Figure 1. Clock routing (run 1).
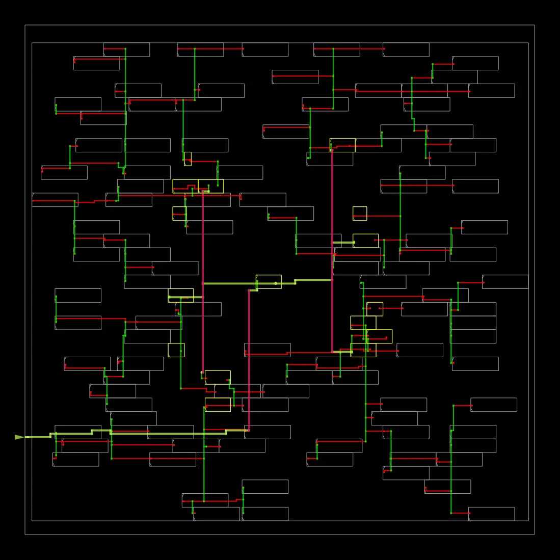
Figure 2. Where the registers sit (run 1).
Scale: 4 px per um. Other sequential cells in the stronger grey, the rest of the logic in the fainter grey.
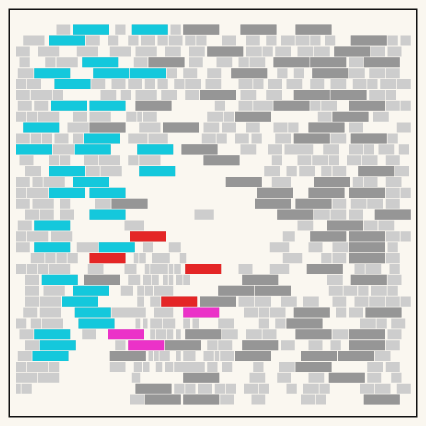
Figure 3. I/O nets highlighted (run 1).
Scale: 4 px per um.
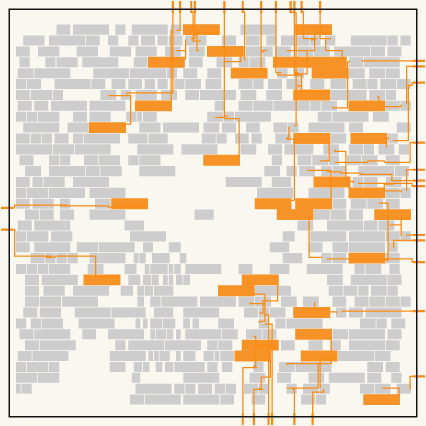
--- config.mk ---
export PLATFORM = sky130hd
export DESIGN_NAME = sram_ctrl_flat
export DESIGN_NICKNAME = d
export VERILOG_FILES = /design/src/rtl/sram_ctrl_if.sv /design/src/rtl/sram_ctrl.sv /design/src/flat_wrapper.sv
export SDC_FILE = /design/constraint.sdc
export NUM_CORES = 1
export LEC_CHECK = 0
export CORE_MARGIN = 1
export CORE_UTILIZATION = 44
export DETAILED_ROUTE_END_ITERATION = 10
export HOLD_SLACK_MARGIN = 0.1
export PLACE_DENSITY = 0.85
export REMOVE_ABC_BUFFERS = 1
export SLEW_MARGIN = 20
export SYNTH_ARGS = -nofsm -noshare
export SYNTH_HDL_FRONTEND = slang
export SYNTH_SLANG_ARGS = --single-unit
--- constraint.sdc ---
create_clock -name clk -period 3.9 [get_ports clk]
set_clock_uncertainty 0.05 [all_clocks]
set_input_delay 1.17 -clock clk [delete_from_list [all_inputs] [get_ports clk]]
set_output_delay 1.17 -clock clk [all_outputs]
set_load 0.1 [all_outputs]
--- src/rtl/sram_ctrl_if.sv ---
// sram_ctrl_if: request/response channel between a client (master) and sram_ctrl (slave).
//   req_valid/req_ready : request handshake, accepted when both are high at a rising edge
//   req_we              : 1 = write, 0 = read
//   req_addr/req_wdata  : word address and write data of the request
//   rsp_valid           : one-cycle completion pulse (no backpressure)
//   rsp_rdata/rsp_err   : read data and error flag, qualified by rsp_valid
interface sram_ctrl_if;
  logic        req_valid;
  logic        req_ready;
  logic        req_we;
  logic [31:0] req_addr;
  logic [31:0] req_wdata;
  logic        rsp_valid;
  logic [31:0] rsp_rdata;
  logic        rsp_err;

  modport master (
    output req_valid, req_we, req_addr, req_wdata,
    input  req_ready, rsp_valid, rsp_rdata, rsp_err
  );

  modport slave (
    input  req_valid, req_we, req_addr, req_wdata,
    output req_ready, rsp_valid, rsp_rdata, rsp_err
  );
endinterface

--- src/rtl/sram_ctrl.sv ---
// sram_ctrl: single-port asynchronous SRAM controller. Each request runs
// SETUP (1 cycle) -> ACCESS (WAIT_CYCLES cycles) -> HOLD (1 cycle) -> RESP (1 cycle).
// All outputs are registered.
//   clk, rst_n      : clock, asynchronous active-low reset
//   bus (slave)     : request/response channel, see sram_ctrl_if
//   cs, oe, we      : SRAM chip select, output enable, write enable
//   addr, din       : SRAM address and write data, stable while cs is high
//   dout            : SRAM read data, sampled at the end of the last ACCESS cycle
// Optional feature: define SRAM_CTRL_ALIGN_CHECK_EN to reject requests whose
// req_addr[1:0] != 0 with an immediate error response and no SRAM access.
module sram_ctrl #(
  parameter int unsigned WAIT_CYCLES = 1  // legal range 1..15
) (
  input  logic              clk,
  input  logic              rst_n,
  sram_ctrl_if.slave        bus,
  output logic              cs,
  output logic              oe,
  output logic              we,
  output logic [31:0]       addr,
  output logic [31:0]       din,
  input  logic [31:0]       dout
);

  localparam logic [3:0] WaitInit = 4'(WAIT_CYCLES);

  typedef enum logic [2:0] {StIdle, StSetup, StAccess, StHold, StResp} state_e;

  state_e      state_q, state_d;
  logic [3:0]  cnt_q, cnt_d;
  logic        op_we_q, op_we_d;
  logic [31:0] addr_q, addr_d;
  logic [31:0] din_q, din_d;
  logic [31:0] rdata_q, rdata_d;
  logic        cs_q, cs_d;
  logic        oe_q, oe_d;
  logic        we_q, we_d;
  logic        rsp_valid_q, rsp_valid_d;
  logic        ready_q, ready_d;
`ifdef SRAM_CTRL_ALIGN_CHECK_EN
  logic        err_q, err_d;
`endif

  always_comb begin
    state_d = state_q;
    cnt_d   = cnt_q;
    op_we_d = op_we_q;
    addr_d  = addr_q;
    din_d   = din_q;
    rdata_d = rdata_q;
`ifdef SRAM_CTRL_ALIGN_CHECK_EN
    err_d   = 1'b0;
`endif

    unique case (state_q)
      StIdle: begin
        if (bus.req_valid && ready_q) begin
          op_we_d = bus.req_we;
          din_d   = bus.req_wdata;
`ifdef SRAM_CTRL_ALIGN_CHECK_EN
          if (bus.req_addr[1:0] != 2'b00) begin
            // Misaligned: answer with an error, never touch the SRAM.
            state_d = StResp;
            err_d   = 1'b1;
          end else begin
            addr_d  = bus.req_addr;
            state_d = StSetup;
          end
`else
          addr_d  = bus.req_addr;
          state_d = StSetup;
`endif
        end
      end
      StSetup: begin
        state_d = StAccess;
        cnt_d   = WaitInit;
      end
      StAccess: begin
        cnt_d = cnt_q - 4'd1;
        if (cnt_q <= 4'd1) begin
          state_d = StHold;
          if (!op_we_q) rdata_d = dout;
        end
      end
      StHold:  state_d = StResp;
      StResp:  state_d = StIdle;
      default: state_d = StIdle;
    endcase

    // Outputs are derived from the next state so the registered copies line up with it.
    cs_d        = (state_d == StSetup) || (state_d == StAccess) || (state_d == StHold);
    oe_d        = (state_d == StAccess) && !op_we_d;
    we_d        = (state_d == StAccess) && op_we_d;
    rsp_valid_d = (state_d == StResp);
    ready_d     = (state_d == StIdle);
  end

  always_ff @(posedge clk or negedge rst_n) begin
    if (!rst_n) begin
      state_q     <= StIdle;
      cnt_q       <= 4'd0;
      op_we_q     <= 1'b0;
      addr_q      <= 32'd0;
      din_q       <= 32'd0;
      rdata_q     <= 32'd0;
      cs_q        <= 1'b0;
      oe_q        <= 1'b0;
      we_q        <= 1'b0;
      rsp_valid_q <= 1'b0;
      ready_q     <= 1'b0;
    end else begin
      state_q     <= state_d;
      cnt_q       <= cnt_d;
      op_we_q     <= op_we_d;
      addr_q      <= addr_d;
      din_q       <= din_d;
      rdata_q     <= rdata_d;
      cs_q        <= cs_d;
      oe_q        <= oe_d;
      we_q        <= we_d;
      rsp_valid_q <= rsp_valid_d;
      ready_q     <= ready_d;
    end
  end

`ifdef SRAM_CTRL_ALIGN_CHECK_EN
  always_ff @(posedge clk or negedge rst_n) begin
    if (!rst_n) err_q <= 1'b0;
    else        err_q <= err_d;
  end
  assign bus.rsp_err = err_q;
`else
  assign bus.rsp_err = 1'b0;
`endif

  assign bus.req_ready = ready_q;
  assign bus.rsp_valid = rsp_valid_q;
  assign bus.rsp_rdata = rdata_q;
  assign cs            = cs_q;
  assign oe            = oe_q;
  assign we            = we_q;
  assign addr          = addr_q;
  assign din           = din_q;

endmodule

--- src/flat_wrapper.sv ---
// flat-port wrapper written by rule: the top's interface ports become plain ports
module sram_ctrl_flat 
#(
  parameter int unsigned WAIT_CYCLES = 1                      
)
  (clk, rst_n, cs, oe, we, addr, din, dout, bus_req_valid, bus_req_we, bus_req_addr, bus_req_wdata, bus_req_ready, bus_rsp_valid, bus_rsp_rdata, bus_rsp_err);
  sram_ctrl_if bus_i ();
  input  logic clk;
  input  logic rst_n;
  output logic cs;
  output logic oe;
  output logic we;
  output logic [31:0] addr;
  output logic [31:0] din;
  input  logic [31:0] dout;
  input wire logic [$bits(bus_i.req_valid)-1:0] bus_req_valid;
  input wire logic [$bits(bus_i.req_we)-1:0] bus_req_we;
  input wire logic [$bits(bus_i.req_addr)-1:0] bus_req_addr;
  input wire logic [$bits(bus_i.req_wdata)-1:0] bus_req_wdata;
  output wire logic [$bits(bus_i.req_ready)-1:0] bus_req_ready;
  output wire logic [$bits(bus_i.rsp_valid)-1:0] bus_rsp_valid;
  output wire logic [$bits(bus_i.rsp_rdata)-1:0] bus_rsp_rdata;
  output wire logic [$bits(bus_i.rsp_err)-1:0] bus_rsp_err;
  assign bus_i.req_valid = bus_req_valid;
  assign bus_i.req_we = bus_req_we;
  assign bus_i.req_addr = bus_req_addr;
  assign bus_i.req_wdata = bus_req_wdata;
  assign bus_req_ready = bus_i.req_ready;
  assign bus_rsp_valid = bus_i.rsp_valid;
  assign bus_rsp_rdata = bus_i.rsp_rdata;
  assign bus_rsp_err = bus_i.rsp_err;
  sram_ctrl #(.WAIT_CYCLES(WAIT_CYCLES)) u_core (.clk(clk), .rst_n(rst_n), .bus(bus_i), .cs(cs), .oe(oe), .we(we), .addr(addr), .din(din), .dout(dout));
endmodule
==> out/summary.txt, run 1 <==
Worst-path clk slew = 100 ps
Logic cell area = 1488 um2
Fmax = 0.3253 GHz
Via/cell ratio = 4.810
CP endpoint kind = primary output
Status = finished clean
Critical R2R Launch = u_core.state_q[2]
Die Area = 10300 um2
Synthesized area = 4354 um2
Detailed-route wire length per cell = 15.80 um
# setup viols final = 0
Async SR Flop Fraction = 100.0%
Share of layout cells above drive strength 1 = 44.92%
Worst slew pin tran = 982.4 ps
GR Util All Layers = 19.07%
Top cells by count = 109 x dfrtp_1, 67 x mux2_2, 30 x mux2_4, 7 x inv_1
RePlAce Congestion = 0.7249
Setup WS post-layout = 825.8 ps
Critical path depth in cells = 1
Placed cells = 585
Max-area cell share = 62.64%
CTS buffer count = 9
Clk cell area share = 2.934%
CP startpoint kind = flop
R2r endpoint = u_core.bus.rsp_rdata[18]
Slowest CP cell = clkdlybuf4s50_1
First-pass GRT wire length = 15000 um
Largest net degree at the start of global routing = 58
RSZ-0062 raised after global routing = no
WHS Path Cells = 1
Core outline area = 9415 um2
CTS Hold Buffers Added = 0
Multi-input gates = 137
NonClk Buf Share = 28.24%
Critical-path maximum fanout = 2
## Picture notes: Figure 1
Clock Latency Late Sink: 350 ps
clock sink total: 109
number of clock buffers in the layout: 12

## Picture notes: Figure 2
red -> u_core.cnt_q  # placed flops 4
cyan -> u_core.bus.rsp_rdata  # placed flops 32, where a column on the left
magenta -> u_core.state_q  # placed flops 3
not coloured = 70
Reg area: 2728 um2
final core utilization: 67.95%
sequential cell area share: 42.64%

## Picture notes: Figure 3
orange -> din  # bits 32, direction output, edge 12 right, 12 top, 6 bottom, 2 left, end cells 32, buffers 32, wire 895 um
port buffer count: 200
IO Pins: 202

[run 1: placed cells by master, fill, tap and decap left out, drive strengths merged]
cell type	netlist	layout
mux2	97	97
o22ai	1	1
buf	12	95
nor2b	1	1
a22oi	2	2
a21oi	6	6
ha	2	2
nor4	1	1
or2	1	1
inv	7	7
o21bai	1	1
nor3	5	5
and2b	1	1
nor2	4	4
nand4b	1	1
clkdlybuf4s50	0	108
dfrtp	109	109
conb	1	1
clkbuf	2	12
a221oi	1	1
o21ai	2	2
nor4b	1	1
nand2b	2	2
o22a	1	1
clkinvlp	0	2
a211oi	1	1
clkinv	0	2
o311ai	1	1
nand2	2	2
a31o	2	2
[run 1: logic make-up (layout without fill, tap and decap cells)]
| kind of cell | Yosys count | count (layout) | share of synthesized area [%] |
|---|---|---|---|
| buffers and inverters | 21 | 226 | 3.190 |
| adder cells (fa/ha/maj) | 2 | 2 | 0.5746 |
| AND/OR/NAND/NOR | 19 | 19 | 3.075 |
| flip-flops | 109 | 109 | 62.64 |
| other | 1 | 1 | 0.08612 |
| multiplexers | 97 | 97 | 27.67 |
| AND-OR/OR-AND | 18 | 18 | 2.759 |
[run 1: routing by layer]
| metal | vias to the layer above | track usage, % | wire length [um] |
|---|---|---|---|
| met5 | - | 0 | 0 |
| met4 | 0 | 6.466 | 143 |
| met3 | 14 | 5.107 | 757 |
| met2 | 134 | 33.80 | 4858 |
| met1 | 1413 | 22.42 | 3733 |
| li1 | 1330 | - | - |
Figure 4. Local utilization (run 1).
Scale: 3 px per um. 10 x 10 tiles, from dark purple (low) to yellow (high), 0 to 100% covered.
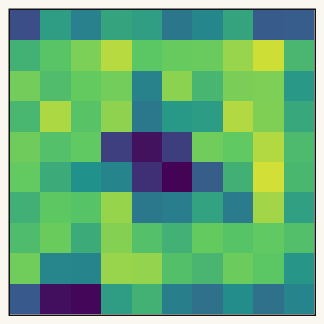

==> inputs of run 2 (changes only) <==
Settings changed: CORE_UTILIZATION 44 to 37, PLACE_DENSITY 0.85 to 0.76.
Clock period 3.9 ns to 2.8 ns, I/O delays scaled along.
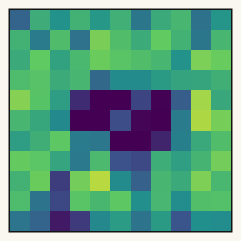
Figure 5: run 2, local utilization.
Scale: 2 px per um. 11 x 11 tiles, from dark purple (low) to yellow (high), 0 to 100% covered.
emptiest ninth of the die = middle
nearly empty tiles = 7.4%
fullest tile = 89%
tiles over 75% full = 13%
mean over tiles = 52%
fp util: 37.97%
core outline area: 11470 um2
final core utilization: 56.75%

==> run 2 against run 1 <==
Clock-buffer cell count fell by 2; flip-flop count did not move; final area rose by 1.7%; highest routed layer unchanged; register-to-register slack got worse by 1000 ps; via count rose by 0.69%; wire length rose by 0.84%; area after synthesis did not move; core utilization fell by 11 points.
==> out/summary.txt, run 2 <==
WL met2 = 4573 um (-5.9%)
CP startpoint kind = primary input
Share of layout cells above drive strength 1 = 47.03% (+2.1 points)
IO Pins = 202 (unchanged)
Status = finished clean
Wire length on met3 = 799 um (+5.5%)
Most numerous logic cells after layout = 109 x dfrtp_1, 103 x buf_4, 98 x clkdlybuf4s50_1
RSZ-0062 raised after global routing = no
Largest net degree at the start of global routing = 68 (+17%)
First-pass GRT wire length = 15900 um (+6.0%)
# setup viols final = 0 (unchanged)
Clock sink total = 109 (unchanged)
Die Area = 12210 um2 (+19%)
Worst-path clk slew = 70 ps (-30 ps)
Port buffer count = 200 (unchanged)
GR Util All Layers = 16.32% (-2.7 points)
Critical-path maximum fanout = 67 (+65)
CTS Hold Buffers Added = 0 (unchanged)
CTS buffer count = 9 (unchanged)
Placed cells = 599 (+2.4%)
Most frequent logic cell in the layout = dfrtp_1
Detailed-route wire length per cell = 15.57 um (-1.5%)
RePlAce Congestion = 0.7548 (+4.1%)
DR top layer = met4
Top cells by count = 109 x dfrtp_1, 67 x mux2_2, 30 x mux2_4, 7 x inv_1
==> run 2: how the worst min path moves through the flow <==
stage                               from              end  cells after the start
after global routing               rst_n  u_core.addr[21]                      1
final                              rst_n   u_core.addr[9]                      1
after global placement    u_core.op_we_q        u_core.oe                      1
after CTS                          rst_n  u_core.addr[21]                      1
after floorplan           u_core.op_we_q        u_core.oe                      1
after detailed placement  u_core.op_we_q        u_core.oe                      1
==> run 2: worst max-delay path: stages <==
cell             delay [ps]
clkdlybuf4s50_1         450
nand2_1                 100
nor4_4                  190
buf_12                  340
mux2_2                  380
==> run 2: cell type report <==
cell class / count / area (um2) / share of cell area, %
Clock buffer: 10 / 229.0 / 3.519
Clock inverter: 6 / 63.81 / 0.9806
Inverter: 7 / 26.28 / 0.4038
Multi-Input combinational cell: 137 / 1488 / 22.86
Sequential cell: 109 / 2728 / 41.92
Tap cell: 143 / 178.9 / 2.749
Timing Repair Buffer: 203 / 1794 / 27.57
==> run 2: routing by layer <==
| layer | up-vias | global-route usage [%] |
|---|---|---|
| li1 | 1337 | - |
| met1 | 1418 | 21.09 |
| met2 | 150 | 26.29 |
| met3 | 6 | 5.434 |
| met4 | 0 | 4.267 |
| met5 | - | 0 |
==> run 2: kinds of logic after synthesis <==
group / count (synthesis) / share of synthesized area [%]
flops: 109 / 62.64
mux: 97 / 27.67
buf+inv: 21 / 3.190
simple gates: 19 / 3.075
compound gates: 18 / 2.759
fa+ha+maj: 2 / 0.5746
other cells: 1 / 0.08612
